### src/rtl/icache_pkg.sv
// Shared types and geometry for the instruction-cache refill path.
// Single cycle, combinational helpers only.
package icache_pkg;

  typedef enum logic [1:0] {
    IDLE   = 2'd0,
    REQ    = 2'd1,
    FILL   = 2'd2,
    REPLAY = 2'd3
  } state_t;

  localparam int LINE_W = 128;
  localparam int TAG_W  = 25;
  localparam int IDX_W  = 3;
  localparam int OFF_W  = 2;
  localparam int WORD_W = 32;

  // Word offset plus the two byte-select bits are dropped to get the line base.
  function automatic logic [WORD_W-1:0] line_align(input logic [WORD_W-1:0] addr);
    return {addr[WORD_W-1:OFF_W+2], {(OFF_W+2){1'b0}}};
  endfunction

endpackage

### src/rtl/icache_refill_ctrl_if.sv
// Fetch, cache-fill and memory-request signals of the refill controller.
// Master is the controller side; slave is the fetch/cache/memory side.
interface icache_refill_ctrl_if;
  import icache_pkg::*;

  logic              cpu_req;
  logic [WORD_W-1:0] cpu_addr;
  logic              cache_hit;
  logic              cpu_stall;
  logic              fill_en;
  logic [WORD_W-1:0] fill_addr;
  logic [LINE_W-1:0] fill_line;
  logic              mem_req;
  logic [WORD_W-1:0] mem_addr;
  logic              mem_ack;
  logic [LINE_W-1:0] mem_line;

  modport master (
    input  cpu_req, cpu_addr, cache_hit, mem_ack, mem_line,
    output cpu_stall, fill_en, fill_addr, fill_line, mem_req, mem_addr
  );

  modport slave (
    output cpu_req, cpu_addr, cache_hit, mem_ack, mem_line,
    input  cpu_stall, fill_en, fill_addr, fill_line, mem_req, mem_addr
  );

endinterface

### src/rtl/icache_refill_ctrl_refill_timer.sv
// Clearable up-counter flagging the last permitted cycle of a memory wait.
// expired is combinational from the count; no backpressure.
module refill_timer #(
  parameter int MEM_TIMEOUT = 64
) (
  input  logic clk,
  input  logic rst,
  input  logic clr,
  input  logic en,
  output logic expired
);

  localparam int CW = $clog2(MEM_TIMEOUT + 1);

  logic [CW-1:0] cnt;

  // expired marks the MEM_TIMEOUT-th enabled cycle, so the wait lasts exactly that long.
  assign expired = en && (cnt == CW'(MEM_TIMEOUT - 1));

  always_ff @(posedge clk) begin
    if (rst || clr) begin
      cnt <= '0;
    end else if (en && !expired) begin
      cnt <= cnt + CW'(1);
    end
  end

endmodule

### src/rtl/icache_refill_ctrl.sv
// Miss handler: stalls fetch, fetches the 128-bit line, fills the cache and replays the lookup.
// Stall is 4 cycles minimum (miss, REQ, FILL, REPLAY); REQ waits for mem_ack up to MEM_TIMEOUT cycles.
module icache_refill_ctrl
  import icache_pkg::*;
#(
  parameter int MEM_TIMEOUT = 64,
  parameter int CNT_W       = 16
) (
  input  logic                 clk,
  input  logic                 rst,
  icache_refill_ctrl_if.master bus,
  output logic                 refill_err,
  output logic [CNT_W-1:0]     miss_count
);

  state_t            state, state_nxt;
  logic [WORD_W-1:0] addr_q;
  logic [LINE_W-1:0] line_q;
  logic              miss;
  logic              stall;
  logic              expired;
  logic              in_req;

  assign in_req = (state == REQ);

  refill_timer #(.MEM_TIMEOUT(MEM_TIMEOUT)) u_timer (
    .clk     (clk),
    .rst     (rst),
    .clr     (!in_req),
    .en      (in_req),
    .expired (expired)
  );

  always_comb begin
    state_nxt = state;
    stall     = 1'b1;
    miss      = 1'b0;
    case (state)
      IDLE: begin
        miss  = bus.cpu_req && !bus.cache_hit;
        stall = miss;
        if (miss) state_nxt = REQ;
      end
      REQ: begin
        // An ack landing on the expiry cycle still completes the refill.
        if (bus.mem_ack)  state_nxt = FILL;
        else if (expired) state_nxt = IDLE;
      end
      FILL:    state_nxt = REPLAY;
      REPLAY:  state_nxt = IDLE;
      default: state_nxt = IDLE;
    endcase
  end

  always_ff @(posedge clk) begin
    if (rst) begin
      state      <= IDLE;
      addr_q     <= '0;
      line_q     <= '0;
      refill_err <= 1'b0;
      miss_count <= '0;
    end else begin
      state <= state_nxt;
      if (miss) begin
        addr_q <= line_align(bus.cpu_addr);
        if (miss_count != '1) miss_count <= miss_count + CNT_W'(1);
      end
      if (in_req && bus.mem_ack) line_q <= bus.mem_line;
      if (in_req && !bus.mem_ack && expired) refill_err <= 1'b1;
    end
  end

  assign bus.cpu_stall = stall;
  assign bus.mem_req   = in_req;
  assign bus.mem_addr  = addr_q;
  assign bus.fill_en   = (state == FILL);
  assign bus.fill_addr = addr_q;
  assign bus.fill_line = line_q;

endmodule

### src/flat_wrapper.sv
// flat-port wrapper written by rule: the top's interface ports become plain ports
module icache_refill_ctrl_flat import icache_pkg::*;
#(
  parameter int MEM_TIMEOUT = 64,
  parameter int CNT_W       = 16
)
  (clk, rst, refill_err, miss_count, bus_cpu_req, bus_cpu_addr, bus_cache_hit, bus_mem_ack, bus_mem_line, bus_cpu_stall, bus_fill_en, bus_fill_addr, bus_fill_line, bus_mem_req, bus_mem_addr);
  icache_refill_ctrl_if bus_i ();
  input  logic clk;
  input  logic rst;
  output logic refill_err;
  output logic [CNT_W-1:0] miss_count;
  input wire logic [$bits(bus_i.cpu_req)-1:0] bus_cpu_req;
  input wire logic [$bits(bus_i.cpu_addr)-1:0] bus_cpu_addr;
  input wire logic [$bits(bus_i.cache_hit)-1:0] bus_cache_hit;
  input wire logic [$bits(bus_i.mem_ack)-1:0] bus_mem_ack;
  input wire logic [$bits(bus_i.mem_line)-1:0] bus_mem_line;
  output wire logic [$bits(bus_i.cpu_stall)-1:0] bus_cpu_stall;
  output wire logic [$bits(bus_i.fill_en)-1:0] bus_fill_en;
  output wire logic [$bits(bus_i.fill_addr)-1:0] bus_fill_addr;
  output wire logic [$bits(bus_i.fill_line)-1:0] bus_fill_line;
  output wire logic [$bits(bus_i.mem_req)-1:0] bus_mem_req;
  output wire logic [$bits(bus_i.mem_addr)-1:0] bus_mem_addr;
  assign bus_i.cpu_req = bus_cpu_req;
  assign bus_i.cpu_addr = bus_cpu_addr;
  assign bus_i.cache_hit = bus_cache_hit;
  assign bus_i.mem_ack = bus_mem_ack;
  assign bus_i.mem_line = bus_mem_line;
  assign bus_cpu_stall = bus_i.cpu_stall;
  assign bus_fill_en = bus_i.fill_en;
  assign bus_fill_addr = bus_i.fill_addr;
  assign bus_fill_line = bus_i.fill_line;
  assign bus_mem_req = bus_i.mem_req;
  assign bus_mem_addr = bus_i.mem_addr;
  icache_refill_ctrl #(.MEM_TIMEOUT(MEM_TIMEOUT), .CNT_W(CNT_W)) u_core (.clk(clk), .rst(rst), .bus(bus_i), .refill_err(refill_err), .miss_count(miss_count));
endmodule
### config.mk
export PLATFORM = sky130hd
export DESIGN_NAME = icache_refill_ctrl_flat
export DESIGN_NICKNAME = d
export VERILOG_FILES = /design/src/rtl/icache_pkg.sv /design/src/rtl/icache_refill_ctrl_if.sv /design/src/rtl/icache_refill_ctrl_refill_timer.sv /design/src/rtl/icache_refill_ctrl.sv /design/src/flat_wrapper.sv
export SDC_FILE = /design/constraint.sdc
export NUM_CORES = 1
export LEC_CHECK = 0
export ABC_AREA = 1
export CAP_MARGIN = 20
export CORE_MARGIN = 2
export CORE_UTILIZATION = 25
export CTS_CLUSTER_DIAMETER = 80
export DETAILED_ROUTE_END_ITERATION = 16
export GPL_TIMING_DRIVEN = 1
export PLACE_DENSITY_LB_ADDON = 0.25
export SYNTH_ARGS = -nofsm -noshare
export SYNTH_HDL_FRONTEND = slang
export SYNTH_SLANG_ARGS = --single-unit
### constraint.sdc
create_clock -name clk -period 3.15 [get_ports clk]
set_input_delay 0.4725 -clock clk [delete_from_list [all_inputs] [get_ports clk]]
set_output_delay 0.4725 -clock clk [all_outputs]
set_load 0.01 [all_outputs]
wire_density.png
The bar under the picture is 50 µm long. The die is cut into 35 by 35 equal tiles; dark purple is low, yellow is high, scaled to the fullest tile. Values are wire area over tile area, all layers added.
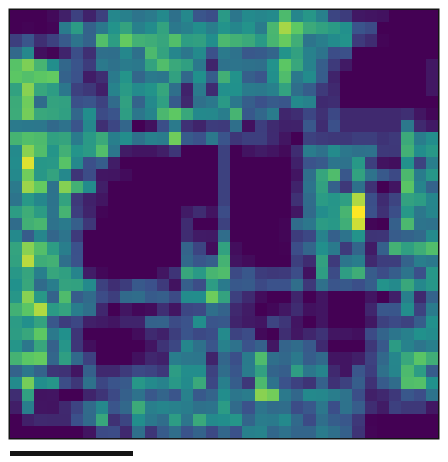
nearly empty tiles	19%
mean over tiles	0.13
tiles over half the peak	19%
total number of vias: 7200
global routing usage summed across all routing layers: 15.2%

final_placement.png
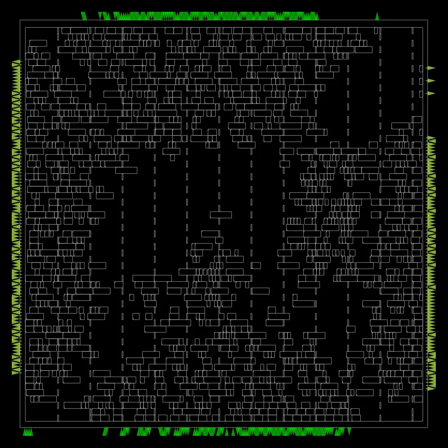
fill count: 2929
standard-cell rows: 62

registers.png
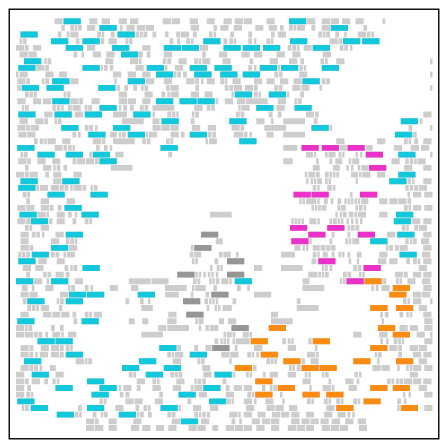
signal	color	sequential cells	where
u_core.miss_count	magenta	16	middle right
u_core.bus.fill_addr	orange	28	lower right
u_core.bus.fill_line	cyan	128	widely spread
not colored	10
flop share of the area: 31.7%
Final Util: 40.0%
register area: 3640 µm²
sequential cell power: 2.47 mW

met4.png
The bar under the picture is 50 µm long. Supply wires on this layer in gray.
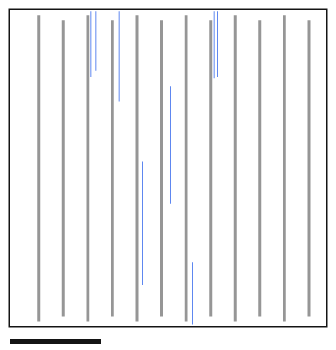
main direction	vertical
nets with wire on the layer	8
total detailed-routing wirelength: 24.0 mm

clock_map.png
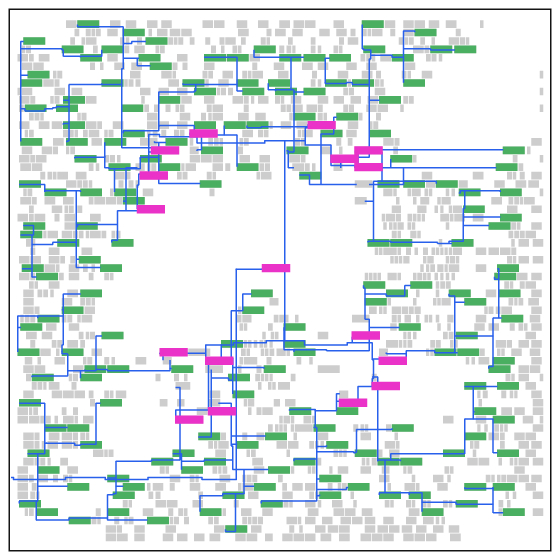
[cells driving clock nets] magenta | count: 17
[clock wires] blue | length: 2670 µm
[flip-flops] green | count: 182
flops lie	widely spread
Setup Skew: 0.0139 ns
part of the total power dissipated in the clock network: 39.0%

==> cell type report <==
type	count	area (µm²)	area share, %
inverters	24	92.6	0.807
flip-flops and latches	182	3640	31.7
well taps	384	480	4.19
clock inverters	14	156	1.36
multi-input cells	636	2950	25.7
repair buffers	371	3720	32.4
clock buffers	18	439	3.83
==> flip-flops by register name, indices dropped and copies added, names as in the netlist, named ones only <==
name / flops
u_core.bus.fill_addr: 28
u_core.u_timer.cnt: 7
u_core.state: 1
u_core.bus.fill_line: 128
u_core.refill_err: 1
u_core.miss_count: 16
==> placed cells by master, fill, tap and decap left out, types with 17 or more instances in the layout <==
master           count
clkdlybuf4s50_1    362
nand3_1            142
a21oi_1            136
inv_1               22
nand2_1            191
nor2_1              89
clkbuf_16           17
o21ai_0             32
dfxtp_1            182
==> power groups by stage <==
stage          logic [mW]  registers [mW]  clock network [mW]
5_1_grt             0.986            2.49                2.34
3_5_place_dp        0.921            2.53                   0
4_1_cts             0.922            2.47                2.25
6_report            0.909            2.47                2.17
2_1_floorplan       0.375            2.57                   0
3_3_place_gp        0.918            2.52                   0
==> worst max path at each step <==
stage	startpoint	endpoint	slack, ns
finish	bus_cpu_req	bus_cpu_stall	0.94
global placement	bus_cpu_req	u_core.miss_count[13]	0.87
CTS	u_core.state[0]	bus_mem_req	0.92
floorplan	u_core.miss_count[0]	u_core.miss_count[10]	1.58
detailed placement	bus_cpu_req	u_core.miss_count[15]	0.86
global route	u_core.state[0]	bus_mem_req	0.85
==> layer usage <==
metal / track usage [%] / share of wire (%) / vias to the layer above
li1: - / - / 3646
met1: 18.5 / 43 / 3301
met2: 25.0 / 47 / 236
met3: 5.64 / 8.1 / 17
met4: 4.31 / 1.5 / 0
met5: 0 / 0 / -
==> Slide: Implementation Results <==
Synthesis and Place & Route Summary

Synth
  • Area fraction in compound gates: 13.1%
  • Post-synth area from yosys stat: 7270 µm²
  • Async set-reset flop share out of synthesis: 0%
  • Post-synth tally of flip-flops with integrated enable: 0
  • Synth area leaders: dfxtp_1, nand2_1, nand3_1, a21oi_1, buf_4
  • Proportion of synthesized chip area in sequential cells: 50.1%
  • Cell type with the largest total area: dfxtp_1
  • Area fraction in mux cells: 0%
  • Yosys warning total: 0
  • Post-synth top area share: 50.1%
  • Cell variety after synth: 28
  • Top cell types by occurrence after synthesis: nand2_1, dfxtp_1, nand3_1
  • Yosys Instances: 940
  • Cell area after synthesis: 7270 µm²
  • And+or+nand+nor area frac: 25.7%
  • Xor and xnor area share after synthesis: 0.963%

Detailed routing
  • Per-cell routed wire length: 14.7 µm
  • Total iterations of the first detailed-routing run: 6

Place
  • Minimum setup slack after placement: 0.862 ns

Power and ir drop
  • Total chip power: 5.55 mW
  • Switching part of the total power: 28.3%
  • Sequential Power Share: 44.6%
  • Static Leakage: 3.96 nW
  • Cell Pwr Density: 483 nW/µm²
  • Net Switching: 1.57 mW

Timing
  • Peak clock frequency supported by timing: 0.453 GHz
  • Post-route clock period utilization: 70.1%
  • Hold Vio Cnt, Final: 0
  • Shortest clock period the worst path allows after layout: 2.21 ns
  • Minimum hold slack: 0.356 ns
  • Worst Slack Setup Final: 0.942 ns

Clocking
  • Number of buffers inserted for hold repair after clock tree synthesis: 0
  • Count of instances resized after the clock tree is built: 0
  • CTS tree: yes
  • Total CTS buffers: 17
  • Clk_lat worst skew: 0.44 ns

Run
  • MaxCap Viol Count: 0
  • Log Warnings: 32

Hold path
  • Critical hold path startpoint: rst
  • Hold EP: u_core.bus.fill_line[98]

Worst setup path
  • Kind of end point of the critical path: output port
  • Largest delay share family, worst path: buffers and inverters
  • Worst reg-to-reg setup slack: 1.19 ns
  • Highest-delay cell along the critical path: clkdlybuf4s50_1

Floorplanning
  • Die height: 175 µm
  • Die outline area: 30500 µm²

Run status
  • Result of the run: finished, final reports clean

Finish
  • Share of cells above drive strength 1: 4.74%
Power figures rest on the tool's default switching activity, not on a simulated workload.
